File: config.mk
export PLATFORM = sky130hd
export DESIGN_NAME = id_ex_operand_stage_flat
export DESIGN_NICKNAME = d
export VERILOG_FILES = /design/src/rtl/alu_pkg.sv /design/src/rtl/id_ex_operand_stage_if.sv /design/src/rtl/id_ex_operand_stage_fwd_mux.sv /design/src/rtl/id_ex_operand_stage.sv /design/src/flat_wrapper.sv
export SDC_FILE = /design/constraint.sdc
export NUM_CORES = 1
export LEC_CHECK = 0
export CORE_MARGIN = 2
export CORE_UTILIZATION = 52
export CTS_CLUSTER_SIZE = 14
export DETAILED_ROUTE_END_ITERATION = 7
export DONT_BUFFER_PORTS = 1
export PLACE_DENSITY = 0.68
export RECOVER_POWER = 25
export REMOVE_ABC_BUFFERS = 1
export SYNTH_ARGS = -nofsm -noshare
export SYNTH_HDL_FRONTEND = slang
export SYNTH_HIERARCHICAL = 1
export SYNTH_SLANG_ARGS = --single-unit
File: constraint.sdc
create_clock -name clk -period 3.6 [get_ports clk]
set_input_delay 0.36 -clock clk [delete_from_list [all_inputs] [get_ports clk]]
set_output_delay 0.36 -clock clk [all_outputs]
set_load 0.02 [all_outputs]
File: src/rtl/alu_pkg.sv
// Shared ALU definitions: datapath widths, op codes, 5-bit ALU select
// encodings and the layout of the registered ID/EX slot.
package alu_pkg;

   localparam int XLEN  = 32;
   localparam int RADDR = 5;

   // Decoded 4-bit operation codes; 8-15 are illegal.
   typedef enum logic [3:0] {
      OP_ADD = 4'd0,
      OP_SUB = 4'd1,
      OP_SEQ = 4'd2,
      OP_SNE = 4'd3,
      OP_SLT = 4'd4,
      OP_SGT = 4'd5,
      OP_SLE = 4'd6,
      OP_SGE = 4'd7
   } alu_op_e;

   // ALU select word {sel4,sel3,sel2,sel1,sel0}; the ALU decoder uses the same constants.
   typedef logic [4:0] alu_ctrl_t;

   localparam alu_ctrl_t CTRL_ADD = 5'b00000;
   localparam alu_ctrl_t CTRL_SUB = 5'b11000;
   localparam alu_ctrl_t CTRL_SEQ = 5'b10000;
   localparam alu_ctrl_t CTRL_SNE = 5'b10001;
   localparam alu_ctrl_t CTRL_SLT = 5'b10010;
   localparam alu_ctrl_t CTRL_SGT = 5'b10011;
   localparam alu_ctrl_t CTRL_SLE = 5'b10100;
   localparam alu_ctrl_t CTRL_SGE = 5'b10110;

   // Everything the EX slot remembers about one instruction. An all-zero
   // value is a bubble: invalid, register 0 sources, ADD select.
   typedef struct packed {
      logic             valid;
      logic [RADDR-1:0] rs1;
      logic [RADDR-1:0] rs2;
      logic [RADDR-1:0] rd;
      logic [XLEN-1:0]  rs1_val;
      logic [XLEN-1:0]  rs2_val;
      logic [XLEN-1:0]  imm;
      logic             use_imm;
      logic             is_load;
      alu_ctrl_t        ctrl;
      logic             illegal;
   } ex_slot_t;

   // Only codes 0-7 name a real ALU operation.
   function automatic logic op_is_legal(input logic [3:0] op);
      return (op[3] == 1'b0);
   endfunction

endpackage

File: src/rtl/id_ex_operand_stage_if.sv
// Bundle of the decode-side inputs, writeback candidates and EX-side
// outputs of the ID/EX operand stage.
interface id_ex_operand_stage_if;
   import alu_pkg::*;

   // decode slot
   logic             id_valid;
   logic [3:0]       id_op;
   logic [RADDR-1:0] id_rs1;
   logic [RADDR-1:0] id_rs2;
   logic [RADDR-1:0] id_rd;
   logic [XLEN-1:0]  id_rs1_val;
   logic [XLEN-1:0]  id_rs2_val;
   logic [XLEN-1:0]  id_imm;
   logic             id_use_imm;
   logic             id_is_load;

   // pipeline control
   logic             stall_in;
   logic             flush;

   // writeback candidates
   logic             exm_we;
   logic [RADDR-1:0] exm_rd;
   logic [XLEN-1:0]  exm_result;
   logic             mwb_we;
   logic [RADDR-1:0] mwb_rd;
   logic [XLEN-1:0]  mwb_result;

   // EX slot towards the ALU
   logic             ex_valid;
   logic [XLEN-1:0]  ex_in1;
   logic [XLEN-1:0]  ex_in2;
   logic [4:0]       ex_ctrl;
   logic [RADDR-1:0] ex_rd;
   logic             ex_is_load;
   logic             ex_illegal;
   logic             hazard_stall;

   modport slave (
      input  id_valid, id_op, id_rs1, id_rs2, id_rd, id_rs1_val, id_rs2_val,
             id_imm, id_use_imm, id_is_load, stall_in, flush,
             exm_we, exm_rd, exm_result, mwb_we, mwb_rd, mwb_result,
      output ex_valid, ex_in1, ex_in2, ex_ctrl, ex_rd, ex_is_load, ex_illegal,
             hazard_stall
   );

   modport master (
      output id_valid, id_op, id_rs1, id_rs2, id_rd, id_rs1_val, id_rs2_val,
             id_imm, id_use_imm, id_is_load, stall_in, flush,
             exm_we, exm_rd, exm_result, mwb_we, mwb_rd, mwb_result,
      input  ex_valid, ex_in1, ex_in2, ex_ctrl, ex_rd, ex_is_load, ex_illegal,
             hazard_stall
   );

endinterface

File: src/rtl/id_ex_operand_stage_fwd_mux.sv
// Operand forwarding mux: picks the youngest in-flight writeback for a
// source register, with register 0 always reading as zero.
module operand_fwd_mux
   import alu_pkg::*;
(
   input  logic [RADDR-1:0] rs,
   input  logic [XLEN-1:0]  rf_val,
   input  logic             exm_we,
   input  logic [RADDR-1:0] exm_rd,
   input  logic [XLEN-1:0]  exm_result,
   input  logic             mwb_we,
   input  logic [RADDR-1:0] mwb_rd,
   input  logic [XLEN-1:0]  mwb_result,
   output logic [XLEN-1:0]  operand
);

   // Priority: r0 > EX/MEM (younger) > MEM/WB > register-file value.
   always_comb begin
      operand = rf_val;
      if (rs == '0) begin
         operand = '0;
      end else if (exm_we && (exm_rd == rs)) begin
         operand = exm_result;
      end else if (mwb_we && (mwb_rd == rs)) begin
         operand = mwb_result;
      end
   end

endmodule

File: src/rtl/id_ex_operand_stage.sv
// ID/EX stage feeding the ALU: registers the decoded instruction, maps the
// op to the ALU select word, forwards operands and flags load-use hazards.
module id_ex_operand_stage
   import alu_pkg::*;
(
   input  logic                   clk,
   input  logic                   reset,
   id_ex_operand_stage_if.slave   bus
);

   ex_slot_t         slot_reg;
   ex_slot_t         slot_next;
   ex_slot_t         id_slot;
   logic             hazard_raw;
   logic             hazard;

   logic [RADDR-1:0] src_idx [2];
   logic [XLEN-1:0]  src_rf  [2];
   logic [XLEN-1:0]  fwd_val [2];

   // Build the candidate EX slot from the decode inputs, translating op to ALU select.
   always_comb begin
      id_slot         = '0;
      id_slot.valid   = bus.id_valid;
      id_slot.rs1     = bus.id_rs1;
      id_slot.rs2     = bus.id_rs2;
      id_slot.rd      = bus.id_rd;
      id_slot.rs1_val = bus.id_rs1_val;
      id_slot.rs2_val = bus.id_rs2_val;
      id_slot.imm     = bus.id_imm;
      id_slot.use_imm = bus.id_use_imm;
      id_slot.is_load = bus.id_is_load;
      id_slot.illegal = ~op_is_legal(bus.id_op);
      case (bus.id_op)
         OP_ADD:  id_slot.ctrl = CTRL_ADD;
         OP_SUB:  id_slot.ctrl = CTRL_SUB;
         OP_SEQ:  id_slot.ctrl = CTRL_SEQ;
         OP_SNE:  id_slot.ctrl = CTRL_SNE;
         OP_SLT:  id_slot.ctrl = CTRL_SLT;
         OP_SGT:  id_slot.ctrl = CTRL_SGT;
         OP_SLE:  id_slot.ctrl = CTRL_SLE;
         OP_SGE:  id_slot.ctrl = CTRL_SGE;
         default: id_slot.ctrl = CTRL_ADD;   // illegal ops behave as ADD, flagged separately
      endcase
   end

   // Load-use check against the load sitting in EX. A flush squashes the ID
   // instruction, so there is nothing to hold in that case.
   assign hazard_raw = bus.id_valid & slot_reg.valid & slot_reg.is_load &
                       (slot_reg.rd != '0) &
                       ((slot_reg.rd == bus.id_rs1) |
                        ((slot_reg.rd == bus.id_rs2) & ~bus.id_use_imm));
   assign hazard     = hazard_raw & ~bus.flush & ~reset;

   // Next slot: flush > downstream hold > hazard bubble > capture decode.
   always_comb begin
      slot_next = slot_reg;
      if (bus.flush) begin
         slot_next = '0;
      end else if (bus.stall_in) begin
         slot_next = slot_reg;
      end else if (hazard) begin
         slot_next = '0;
      end else begin
         slot_next = id_slot;
      end
   end

   // Slot register with synchronous reset; reset overrides every other request.
   always_ff @(posedge clk) begin
      if (reset) begin
         slot_reg <= '0;
      end else begin
         slot_reg <= slot_next;
      end
   end

   assign src_idx[0] = slot_reg.rs1;
   assign src_idx[1] = slot_reg.rs2;
   assign src_rf[0]  = slot_reg.rs1_val;
   assign src_rf[1]  = slot_reg.rs2_val;

   // One forwarding mux per source operand, evaluated every cycle so that
   // writebacks arriving while the slot is held are still picked up.
   genvar gi;
   generate
      for (gi = 0; gi < 2; gi++) begin : g_fwd
         operand_fwd_mux u_mux (
            .rs         (src_idx[gi]),
            .rf_val     (src_rf[gi]),
            .exm_we     (bus.exm_we),
            .exm_rd     (bus.exm_rd),
            .exm_result (bus.exm_result),
            .mwb_we     (bus.mwb_we),
            .mwb_rd     (bus.mwb_rd),
            .mwb_result (bus.mwb_result),
            .operand    (fwd_val[gi])
         );
      end
   endgenerate

   assign bus.ex_valid     = slot_reg.valid;
   assign bus.ex_in1       = fwd_val[0];
   assign bus.ex_in2       = slot_reg.use_imm ? slot_reg.imm : fwd_val[1];
   assign bus.ex_ctrl      = slot_reg.ctrl;
   assign bus.ex_rd        = slot_reg.rd;
   assign bus.ex_is_load   = slot_reg.is_load;
   assign bus.ex_illegal   = slot_reg.illegal;
   assign bus.hazard_stall = hazard;

endmodule

File: src/flat_wrapper.sv
// flat-port wrapper written by rule: the top's interface ports become plain ports
module id_ex_operand_stage_flat import alu_pkg::*;
  (clk, reset, bus_id_valid, bus_id_op, bus_id_rs1, bus_id_rs2, bus_id_rd, bus_id_rs1_val, bus_id_rs2_val, bus_id_imm, bus_id_use_imm, bus_id_is_load, bus_stall_in, bus_flush, bus_exm_we, bus_exm_rd, bus_exm_result, bus_mwb_we, bus_mwb_rd, bus_mwb_result, bus_ex_valid, bus_ex_in1, bus_ex_in2, bus_ex_ctrl, bus_ex_rd, bus_ex_is_load, bus_ex_illegal, bus_hazard_stall);
  id_ex_operand_stage_if bus_i ();
  input  logic clk;
  input  logic reset;
  input wire logic [$bits(bus_i.id_valid)-1:0] bus_id_valid;
  input wire logic [$bits(bus_i.id_op)-1:0] bus_id_op;
  input wire logic [$bits(bus_i.id_rs1)-1:0] bus_id_rs1;
  input wire logic [$bits(bus_i.id_rs2)-1:0] bus_id_rs2;
  input wire logic [$bits(bus_i.id_rd)-1:0] bus_id_rd;
  input wire logic [$bits(bus_i.id_rs1_val)-1:0] bus_id_rs1_val;
  input wire logic [$bits(bus_i.id_rs2_val)-1:0] bus_id_rs2_val;
  input wire logic [$bits(bus_i.id_imm)-1:0] bus_id_imm;
  input wire logic [$bits(bus_i.id_use_imm)-1:0] bus_id_use_imm;
  input wire logic [$bits(bus_i.id_is_load)-1:0] bus_id_is_load;
  input wire logic [$bits(bus_i.stall_in)-1:0] bus_stall_in;
  input wire logic [$bits(bus_i.flush)-1:0] bus_flush;
  input wire logic [$bits(bus_i.exm_we)-1:0] bus_exm_we;
  input wire logic [$bits(bus_i.exm_rd)-1:0] bus_exm_rd;
  input wire logic [$bits(bus_i.exm_result)-1:0] bus_exm_result;
  input wire logic [$bits(bus_i.mwb_we)-1:0] bus_mwb_we;
  input wire logic [$bits(bus_i.mwb_rd)-1:0] bus_mwb_rd;
  input wire logic [$bits(bus_i.mwb_result)-1:0] bus_mwb_result;
  output wire logic [$bits(bus_i.ex_valid)-1:0] bus_ex_valid;
  output wire logic [$bits(bus_i.ex_in1)-1:0] bus_ex_in1;
  output wire logic [$bits(bus_i.ex_in2)-1:0] bus_ex_in2;
  output wire logic [$bits(bus_i.ex_ctrl)-1:0] bus_ex_ctrl;
  output wire logic [$bits(bus_i.ex_rd)-1:0] bus_ex_rd;
  output wire logic [$bits(bus_i.ex_is_load)-1:0] bus_ex_is_load;
  output wire logic [$bits(bus_i.ex_illegal)-1:0] bus_ex_illegal;
  output wire logic [$bits(bus_i.hazard_stall)-1:0] bus_hazard_stall;
  assign bus_i.id_valid = bus_id_valid;
  assign bus_i.id_op = bus_id_op;
  assign bus_i.id_rs1 = bus_id_rs1;
  assign bus_i.id_rs2 = bus_id_rs2;
  assign bus_i.id_rd = bus_id_rd;
  assign bus_i.id_rs1_val = bus_id_rs1_val;
  assign bus_i.id_rs2_val = bus_id_rs2_val;
  assign bus_i.id_imm = bus_id_imm;
  assign bus_i.id_use_imm = bus_id_use_imm;
  assign bus_i.id_is_load = bus_id_is_load;
  assign bus_i.stall_in = bus_stall_in;
  assign bus_i.flush = bus_flush;
  assign bus_i.exm_we = bus_exm_we;
  assign bus_i.exm_rd = bus_exm_rd;
  assign bus_i.exm_result = bus_exm_result;
  assign bus_i.mwb_we = bus_mwb_we;
  assign bus_i.mwb_rd = bus_mwb_rd;
  assign bus_i.mwb_result = bus_mwb_result;
  assign bus_ex_valid = bus_i.ex_valid;
  assign bus_ex_in1 = bus_i.ex_in1;
  assign bus_ex_in2 = bus_i.ex_in2;
  assign bus_ex_ctrl = bus_i.ex_ctrl;
  assign bus_ex_rd = bus_i.ex_rd;
  assign bus_ex_is_load = bus_i.ex_is_load;
  assign bus_ex_illegal = bus_i.ex_illegal;
  assign bus_hazard_stall = bus_i.hazard_stall;
  id_ex_operand_stage u_core (.clk(clk), .reset(reset), .bus(bus_i));
endmodule
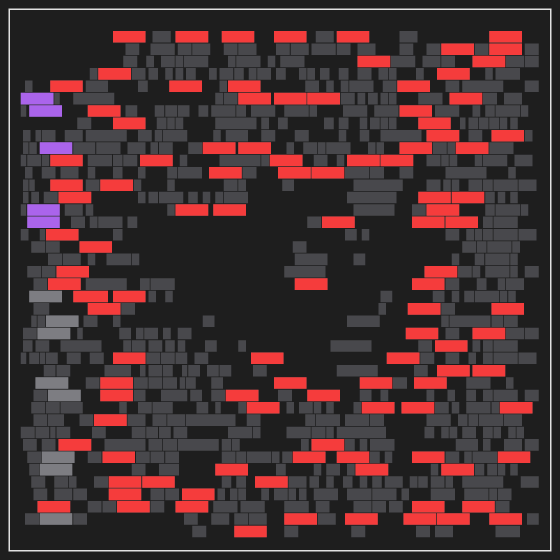
registers.png
Other sequential cells in the stronger grey, the rest of the logic in the fainter grey.
[red] u_core/slot_reg | sequential cells: 107 | where: spread over the die
[purple] u_core/bus.ex_ctrl | sequential cells: 5 | where: upper left
sequential logic power: 1.41 mW
Seq. cell area: 2400 um^2

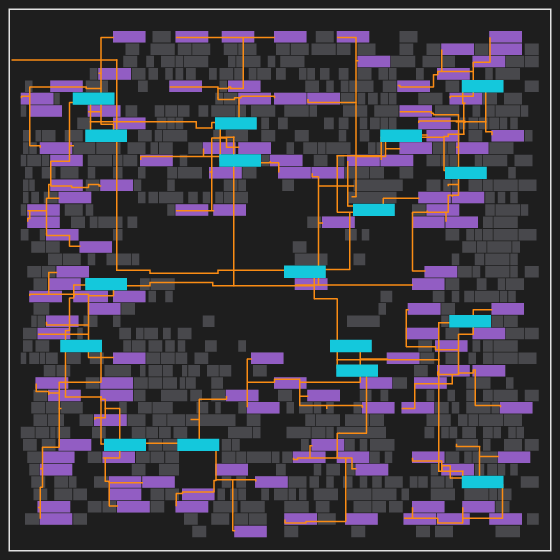
clock_map.png
[orange] clock wires | length: 1,630 um
[cyan] cells driving clock nets | count: 17
[purple] flip-flops | count: 120
routed clock nets: 18
power in the clock group: 1.84 mW
Clk network pwr share: 50.7%

## through the flow
stage / utilization, % / area (um^2) / worst slack, ns
final: 58.0 / 7380 / 0.353
after global routing: 58.0 / 7380 / 0.195
after CTS: 58.1 / 7390 / 0.117
after detailed placement: 53.0 / 6740 / 0.570
after global placement: 53.0 / 6740 / 0.698
after floorplan: - / 6300 / 0.0251
## routing by layer
layer,vias up,track usage [%]
met2,438,52.4
met4,0,13.7
met5,-,0
met1,2975,35.9
li1,2678,-
met3,72,11.4
## worst max-delay path, cell delays in order (launching register included)
cell	delay (ns)
dfxtp_1	0.44
xnor2_1	0.17
nand4_2	0.50
or2_4	0.67
a311oi_1	0.37
mux2_2	0.30
## power by group
part	internal [mW]	switching, mW	leakage (nW)
Combinational	0.124	0.256	1.03
Clock	1.25	0.597	0.320
Sequential	1.37	0.0394	0.978
Total	2.74	0.892	2.32
## synth_stat cells (all sizes together), types with 3 or more instances
library cell,number
dfxtp,120
a22o,115
o21ai,71
nand4,67
nor3,65
a311oi,62
clkbuf,51
buf,49
mux2,32
xnor2,29
nand2,13
nor2,6
nand3,3
or4,3
## logic make-up (layout without fill, tap and decap cells)
logic type / after synthesis / after routing
flip-flops: 120 / 120
AND-OR/OR-AND: 255 / 255
multiplexers: 32 / 32
XOR/XNOR: 31 / 31
AND/OR/NAND/NOR: 164 / 164
buffers and inverters: 101 / 55
## cell type report
class                           count  area, um^2
Clock buffer                       24         502
Clock inverter                      8         140
Fill cell                        1092        5350
Inverter                            1        3.75
Multi-Input combinational cell    482        3920
Sequential cell                   120        2400
Tap cell                          172         215
Timing Repair Buffer               22         190
==> impl_metrics.ini <==
; yosys + openroad results
[route]
first_iter_violations = 794
post_drt_wl_per_cell_um = 27.5
routed-wl-met3_mm = 2.42

[layout]
antenna_cells = 0
finalNetCount = 842

[run_status]
violations = max-capacitance violations, max-slew violations
status = finished, violations left

[final_timing]
max-slew-margin-rel_pct = -1.50
fin_hold_ws_ns = 0.0650
rsz0062_at_grt = false
slew_violations = 37

[yosys]
synth_cell_type_count = 33
ff_type = dfxtp_1
yosys.area.top_type_share_pct = 35.1
postSynthSeqShare_pct = 35.1

[clocking]
cts-root-buf = clkbuf_16
cts_resized = 0

[die]
io_pins = 276

[critical_path]
worstRegToRegCells = 5
timing.reg2reg.setup_slack_ns = 0.41
worstSetupStartpointType = register

[grt]
antenna_found_initial = 0

[run]
maxCapViolCount = 1

[min_path]
hp-class = input pin to register
No activity file was given, so power comes from the tool's default toggle rates.
